==> src/rtl/qpd_demod_pkg.sv <==
// qpd_demod_pkg: shared widths, types and the mixer round/saturate helper for the QPD demod chain
package qpd_demod_pkg;
  localparam int SIGNAL_BITS = 24;
  localparam int REF_BITS = 16;
  localparam int REF_FRAC_BITS = 14;
  localparam int PROD_BITS = SIGNAL_BITS + REF_BITS;
  typedef logic signed [SIGNAL_BITS-1:0] sample_t;
  typedef logic signed [REF_BITS-1:0] ref_t;
  typedef logic signed [PROD_BITS-1:0] prod_t;
  typedef enum logic {IDLE, WAIT} seq_state_e;
  localparam prod_t HALF = prod_t'(1) <<< (REF_FRAC_BITS - 1);
  localparam prod_t P_MAX = prod_t'(2**(SIGNAL_BITS-1) - 1);
  localparam prod_t P_MIN = -P_MAX - prod_t'(1);
  function automatic sample_t sat_round(input prod_t p);
    prod_t r;
    r = (p + HALF) >>> REF_FRAC_BITS;
    return r > P_MAX ? P_MAX[SIGNAL_BITS-1:0] : r < P_MIN ? P_MIN[SIGNAL_BITS-1:0] : r[SIGNAL_BITS-1:0];
  endfunction
endpackage

==> src/rtl/sample_fifo.sv <==
// sample_fifo: synchronous FIFO of mixed samples with a combinational head read
module sample_fifo
  import qpd_demod_pkg::*;
#(
  parameter int DEPTH = 8
) (
  input  logic    clk_i,
  input  logic    reset_i,
  input  logic    push,
  input  sample_t din,
  input  logic    pop,
  output sample_t head,
  output logic    full,
  output logic    empty
);
  localparam int AW = $clog2(DEPTH);
  sample_t mem [DEPTH];
  logic [AW:0] wr_ptr, rd_ptr;
  logic wr;
  assign empty = wr_ptr == rd_ptr;
  assign full = (wr_ptr[AW] != rd_ptr[AW]) && (wr_ptr[AW-1:0] == rd_ptr[AW-1:0]);
  assign wr = push && (!full || pop);
  assign head = mem[rd_ptr[AW-1:0]];
  always_ff @(posedge clk_i)
    if (wr) mem[wr_ptr[AW-1:0]] <= din;
  always_ff @(posedge clk_i)
    if (reset_i) begin
      wr_ptr <= '0;
      rd_ptr <= '0;
    end else begin
      if (wr) wr_ptr <= wr_ptr + 1'b1;
      if (pop) rd_ptr <= rd_ptr + 1'b1;
    end
endmodule

==> src/rtl/qpd_fir_sequencer.sv <==
// qpd_fir_sequencer: mixes ADC with reference, buffers the products and runs them through the FIR start/done handshake
module qpd_fir_sequencer
  import qpd_demod_pkg::*;
#(
  parameter int FIFO_DEPTH = 8,
  parameter int TIMEOUT_CYCLES = 256
) (
  input  logic                          clk_i,
  input  logic                          reset_i,
  input  logic                          adc_valid_i,
  input  logic signed [SIGNAL_BITS-1:0] adc_i,
  input  logic signed [REF_BITS-1:0]    ref_i,
  output logic                          start_o,
  output logic signed [SIGNAL_BITS-1:0] sample_o,
  input  logic                          filt_done_i,
  input  logic signed [SIGNAL_BITS-1:0] filt_signal_i,
  output logic                          result_valid_o,
  output logic signed [SIGNAL_BITS-1:0] result_o,
  output logic                          busy_o,
  output logic                          overflow_o,
  output logic                          timeout_o,
  input  logic                          clear_i
);
  localparam int CNT_W = $clog2(TIMEOUT_CYCLES);
  seq_state_e state, state_nx;
  logic [CNT_W-1:0] cnt;
  logic pop, full, empty, terminal, done;
  prod_t prod;
  sample_t mixed, head;
  assign prod = prod_t'(adc_i) * prod_t'(ref_i);
  assign mixed = sat_round(prod);
  // The FIFO storage is the mixer's registered stage: products land in it on the edge after adc_valid_i
  sample_fifo #(.DEPTH(FIFO_DEPTH)) u_fifo (
    .clk_i  (clk_i),
    .reset_i(reset_i),
    .push   (adc_valid_i),
    .din    (mixed),
    .pop    (pop),
    .head   (head),
    .full   (full),
    .empty  (empty)
  );
  always_comb begin
    pop = state == IDLE && !empty;
    done = state == WAIT && filt_done_i;
    terminal = state == WAIT && cnt == CNT_W'(TIMEOUT_CYCLES - 1);
    state_nx = pop ? WAIT : (done || terminal) ? IDLE : state;
  end
  assign busy_o = state != IDLE || !empty;
  always_ff @(posedge clk_i)
    if (reset_i) begin
      state <= IDLE;
      cnt <= '0;
      start_o <= 1'b0;
      sample_o <= '0;
      result_valid_o <= 1'b0;
      result_o <= '0;
      overflow_o <= 1'b0;
      timeout_o <= 1'b0;
    end else begin
      state <= state_nx;
      cnt <= (state == WAIT && state_nx == WAIT) ? cnt + 1'b1 : '0;
      start_o <= pop;
      if (pop) sample_o <= head;
      result_valid_o <= done;
      if (done) result_o <= filt_signal_i;
      overflow_o <= (adc_valid_i && full && !pop) || (overflow_o && !clear_i);
      timeout_o <= (terminal && !filt_done_i) || (timeout_o && !clear_i);
    end
endmodule

==> config.mk <==
export PLATFORM = sky130hd
export DESIGN_NAME = qpd_fir_sequencer
export DESIGN_NICKNAME = d
export VERILOG_FILES = /design/src/rtl/qpd_demod_pkg.sv /design/src/rtl/sample_fifo.sv /design/src/rtl/qpd_fir_sequencer.sv
export SDC_FILE = /design/constraint.sdc
export NUM_CORES = 1
export LEC_CHECK = 0
export CAP_MARGIN = 20
export CORE_MARGIN = 3
export CORE_UTILIZATION = 50
export DETAILED_ROUTE_END_ITERATION = 12
export PLACE_DENSITY = 0.74
export SLEW_MARGIN = 10
export SYNTH_ARGS = -nofsm -noshare
export SYNTH_HDL_FRONTEND = slang
export SYNTH_SLANG_ARGS = --single-unit
export TNS_END_PERCENT = 100
==> constraint.sdc <==
create_clock -name clk_i -period 17.4 [get_ports clk_i]
set_input_delay 4.35 -clock clk_i [delete_from_list [all_inputs] [get_ports clk_i]]
set_output_delay 4.35 -clock clk_i [all_outputs]
set_load 0.02 [all_outputs]
Gate-type map:
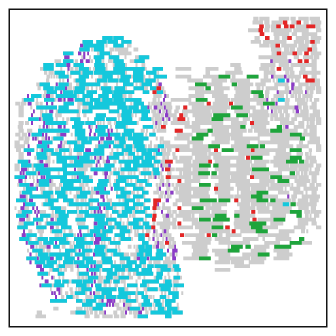
| family | color | cells |
|---|---|---|
| AND-OR and OR-AND gates | red | 65 |
| NAND gates | purple | 282 |
| multiplexers | green | 73 |
| adder and majority cells | cyan | 470 |

Routing congestion:
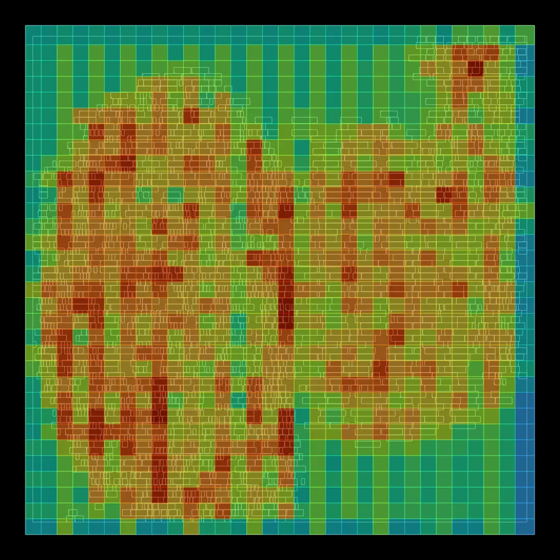
total routing resource utilization after global routing: 0.210
end-of-flow core utilization: 0.566
routing usage on met1: 0.294
global-route track usage on met2: 0.351
Most Used Layer, Global Route: met2

Metal 2:
Cells faint in the background.
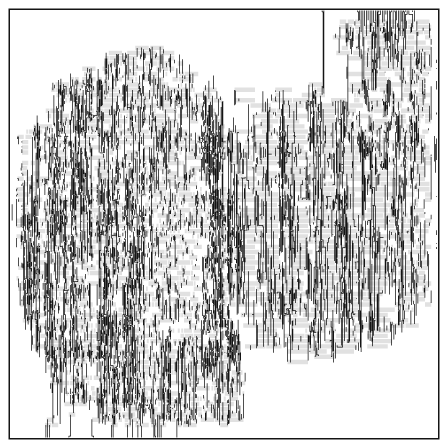
wire length on this layer: 24.3 mm
longest straight run: 62.6 um

Signal wires on met3:
Bar = 50 um.
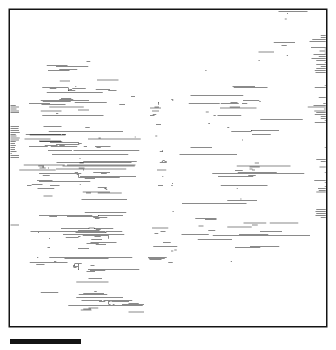
longest straight run: 68.1 um
nets with wire on the layer: 224
share of all routed wire: 7.2%
aggregate routed wire length: 50600 um
total number of vias: 14863
global-route track usage on met3: 0.0370

-- stage by stage --
step / std cells / hold WS (ns) / setup WS [ns] / utilization / area, um^2
after floorplan: 2095 / 0.442 / 6.71 / - / 23400
after global placement: 2735 / 0.460 / 5.02 / 0.549 / 25200
after detailed placement: 2735 / 0.463 / 4.80 / 0.549 / 25200
after CTS: 2777 / 0.482 / 5.34 / 0.566 / 25900
after global routing: 2778 / 0.496 / 4.88 / 0.566 / 25900
final: 2778 / 0.476 / 5.33 / 0.566 / 25900
-- placed cells by master, fill, tap and decap left out, drive strengths merged, types with 4 or more instances in the layout --
| master | instances |
|---|---|
| inv | 435 |
| fa | 374 |
| nand2 | 254 |
| edfxtp | 192 |
| and2 | 143 |
| clkdlybuf4s50 | 121 |
| ha | 96 |
| nor2 | 73 |
| dfxtp | 69 |
| mux4 | 48 |
| a21oi | 40 |
| a21o | 35 |
| xnor2 | 31 |
| a211oi | 30 |
| mux2i | 25 |
| clkbuf | 25 |
| a22o | 24 |
| xor2 | 22 |
| o21ai | 19 |
| buf | 18 |
| nand4 | 10 |
| nand3 | 10 |
| and3 | 9 |
| clkinv | 9 |
| nand2b | 7 |
| a31oi | 7 |
| nor2b | 6 |
| nor3 | 5 |
| o21bai | 4 |
| o31ai | 4 |
-- metal layers --
metal	wire, um	track usage	vias up
met2	24300	0.351	537
met4	705	0.0357	0
met1	22000	0.294	7540
met5	0	0	-
li1	-	-	6730
met3	3660	0.0370	56
-- kinds of logic (layout without fill, tap and decap cells) --
logic type | after synthesis | count (layout)
buffers and inverters | 530 | 613
and+or+nand+nor | 527 | 527
adders and majority gates | 470 | 470
DFF | 261 | 261
AOI/OAI and AO/OA | 181 | 181
muxes | 73 | 73
xor gates and xnor gates | 53 | 53
-- state kept, by name, summed over array words and instances (netlist names) --
name and count:
result_valid_o 1, u_fifo.rd_ptr 4, result_o 24, u_fifo.mem 192, start_o 1, overflow_o 1
timeout_o 1, cnt 8, u_fifo.wr_ptr 4, state 1, sample_o 24
-- final cells by class --
class	count	area [um^2]	share of cell area
clock buffer	25	603	0.0233
clock inverter	17	156	0.00603
inverter	432	1620	0.0626
multi-input combinational	1304	14300	0.551
sequential	261	7150	0.276
tap	600	751	0.0290
timing repair buffer	139	1350	0.0521
-- worst min path at each step --
stage                  from      endpoint  slack, ns  depth (start not counted)
2_1_floorplan        cnt[0]        cnt[0]       0.44                          1
3_3_place_gp   result_o[18]  result_o[18]       0.46                          1
3_5_place_dp   result_o[17]  result_o[17]       0.46                          1
4_1_cts        result_o[11]  result_o[11]       0.48                          1
5_1_grt         result_o[9]   result_o[9]       0.50                          1
6_report       result_o[11]  result_o[11]       0.48                          1
-- critical path, stage by stage --
cell and delay, ns:
clkdlybuf4s50_1 1.06, nand2_1 0.20, inv_1 0.14, fa_1 0.50
fa_1 0.75, inv_1 0.22, fa_1 0.53, fa_1 0.55
inv_1 0.05, fa_1 0.49, fa_1 0.42, ha_1 0.41
and3_4 0.23, nand4_1 0.11, or4_1 0.57, or2_0 0.26
o311ai_1 0.11, xnor2_1 0.22, o21a_1 0.91, a21o_1 0.28
==> summary.log <==
qor: final_timing.grt_setup_unrepaired no
qor: floorplanning.design.core.area 0.0458 mm^2
qor: clocking.clock_latency 0.52 ns
qor: status.result_of_the_run finished, final reports clean
qor: job.cap_violations 0
qor: drt.final_antenna_net_count 0
qor: critical_path.cp_data_arrival_time 12.39 ns
qor: drt.first_pass_iters 7
qor: final_timing.timing.clock.skew 0.0243 ns
qor: min_path.hold_path.class reg -> reg
qor: logic_synthesis.compound_area_frac 0.0544
qor: final_timing.worstMarginPinSlew 1.09 ns
qor: logic_synthesis.synth.distinct_cells 54
qor: critical_path.worst_r2r_startpoint u_fifo.rd_ptr[2]
qor: critical_path.worstPathRequired 17.72 ns
qor: logic_synthesis.synth_warnings 0
qor: logic_synthesis.enable_flop_cells 192
qor: floorplanning.pin_count 122
qor: critical_path.ff2ff_setup_slack 13.76 ns
qor: logic_synthesis.synth-main-ff-cell edfxtp_1
qor: clocking.clock_sink_count 261
qor: clocking.cts_repair_resize_count 0
qor: critical_path.startpoint_type input pin
qor: floorplanning.die-height 222 um
qor: logic_synthesis.yosysTopAreaCell fa_1
qor: logic_synthesis.fa_ha_area_frac 0.371
qor: logic_synthesis.synthCells 2095
qor: final_timing.final.setup.tns 0 ns
qor: logic_synthesis.synth_xor_xnor_area_share 0.0198
qor: final_timing.finalHoldViolations 0
qor: logic_synthesis.ys_cells 2095
qor: logic_synthesis.flops_latches_synth 261
qor: critical_path.crit_path_end_kind flip-flop
qor: placement.place_hpwl 38900 um
qor: final_timing.final-setup-viol-count 0
qor: critical_path.critical_path.reg2reg.endpoint u_fifo.mem[2][18]
qor: critical_path.worst_setup_path_endpoint u_fifo.mem[0][19]
qor: final_timing.period_needed 12.07 ns
qor: floorplanning.design.die.area 0.0494 mm^2
qor: grt.grt_overflow_total 0
qor: logic_synthesis.yosys-stat-area 0.0234 mm^2
qor: logic_synthesis.synth.most_common_cell inv_1
qor: clocking.numCtsBuffers 23
qor: final_timing.period_used_share 0.694
qor: clocking.post-cts-setup-buffers 0
qor: critical_path.worst-r2r-cell-count 8
qor: final_timing.slew_hr 0.274
qor: logic_synthesis.common_cells inv_1, fa_1, nand2_1
qor: floorplanning.core.rowCount 78
qor: logic_synthesis.yosys-top-cells-area fa_1, edfxtp_1, inv_1, dfxtp_1, ha_1
qor: logic_synthesis.syn-mean-instance-area 11.2 um^2
qor: logic_synthesis.yosysTopAreaCellShare 0.320
qor: floorplanning.chipWidth 222 um
qor: logic_synthesis.synthesis.nets 2634
qor: critical_path.crit_start ref_i[2]
qor: clocking.path_clk_slew 0.06 ns
qor: clocking.cts.hold.buffers_added 0
qor: job.warnings 26
qor: grt.grt_start_max_net_pins 52
qor: final_layout.area_growth_syn_to_layout 10.8%
qor: grt.first_global_vias 16090
qor: final_layout.finalNetCount 2700
qor: drt.route.detailed.wl_per_inst 18.2 um
qor: drt.drtIter0Drc 866
qor: logic_synthesis.synth.cell_area 0.0234 mm^2
qor: logic_synthesis.ys_top_logic_family adder cells
qor: grt.grt_pass1_wl 84400 um
qor: final_timing.max_freq 82.9 MHz
qor: critical_path.critical_path_peak_fanout 24
qor: drt.post_drt_via_cell_ratio 5.35
qor: clocking.tritoncts done
qor: logic_synthesis.ys_seq_frac 0.306
qor: critical_path.crit_type in -> reg
qor: final_layout.n_fill_cell 3787
qor: logic_synthesis.postSynth.asyncResetShare 0
qor: grt.antenna_violations_before_repair 0
qor: final_layout.drive_gt1_frac 0.0574
qor: placement.io_buffers 121
qor: clocking.clock_tree.buffer_depth 3
qor: placement.routabilityCongestion 0.860
qor: clocking.cts_max_level 1
qor: clocking.clock-root-buffer clkbuf_16
qor: logic_synthesis.synth_simple_gate_area_share 0.106
qor: final_layout.antenna-diode-count 0
qor: floorplanning.initCoreUtil 0.511
qor: drt.drc_errors 0
qor: final_timing.maxSlewViolCount 0
qor: logic_synthesis.post_synth_mux_area_share 0.0569
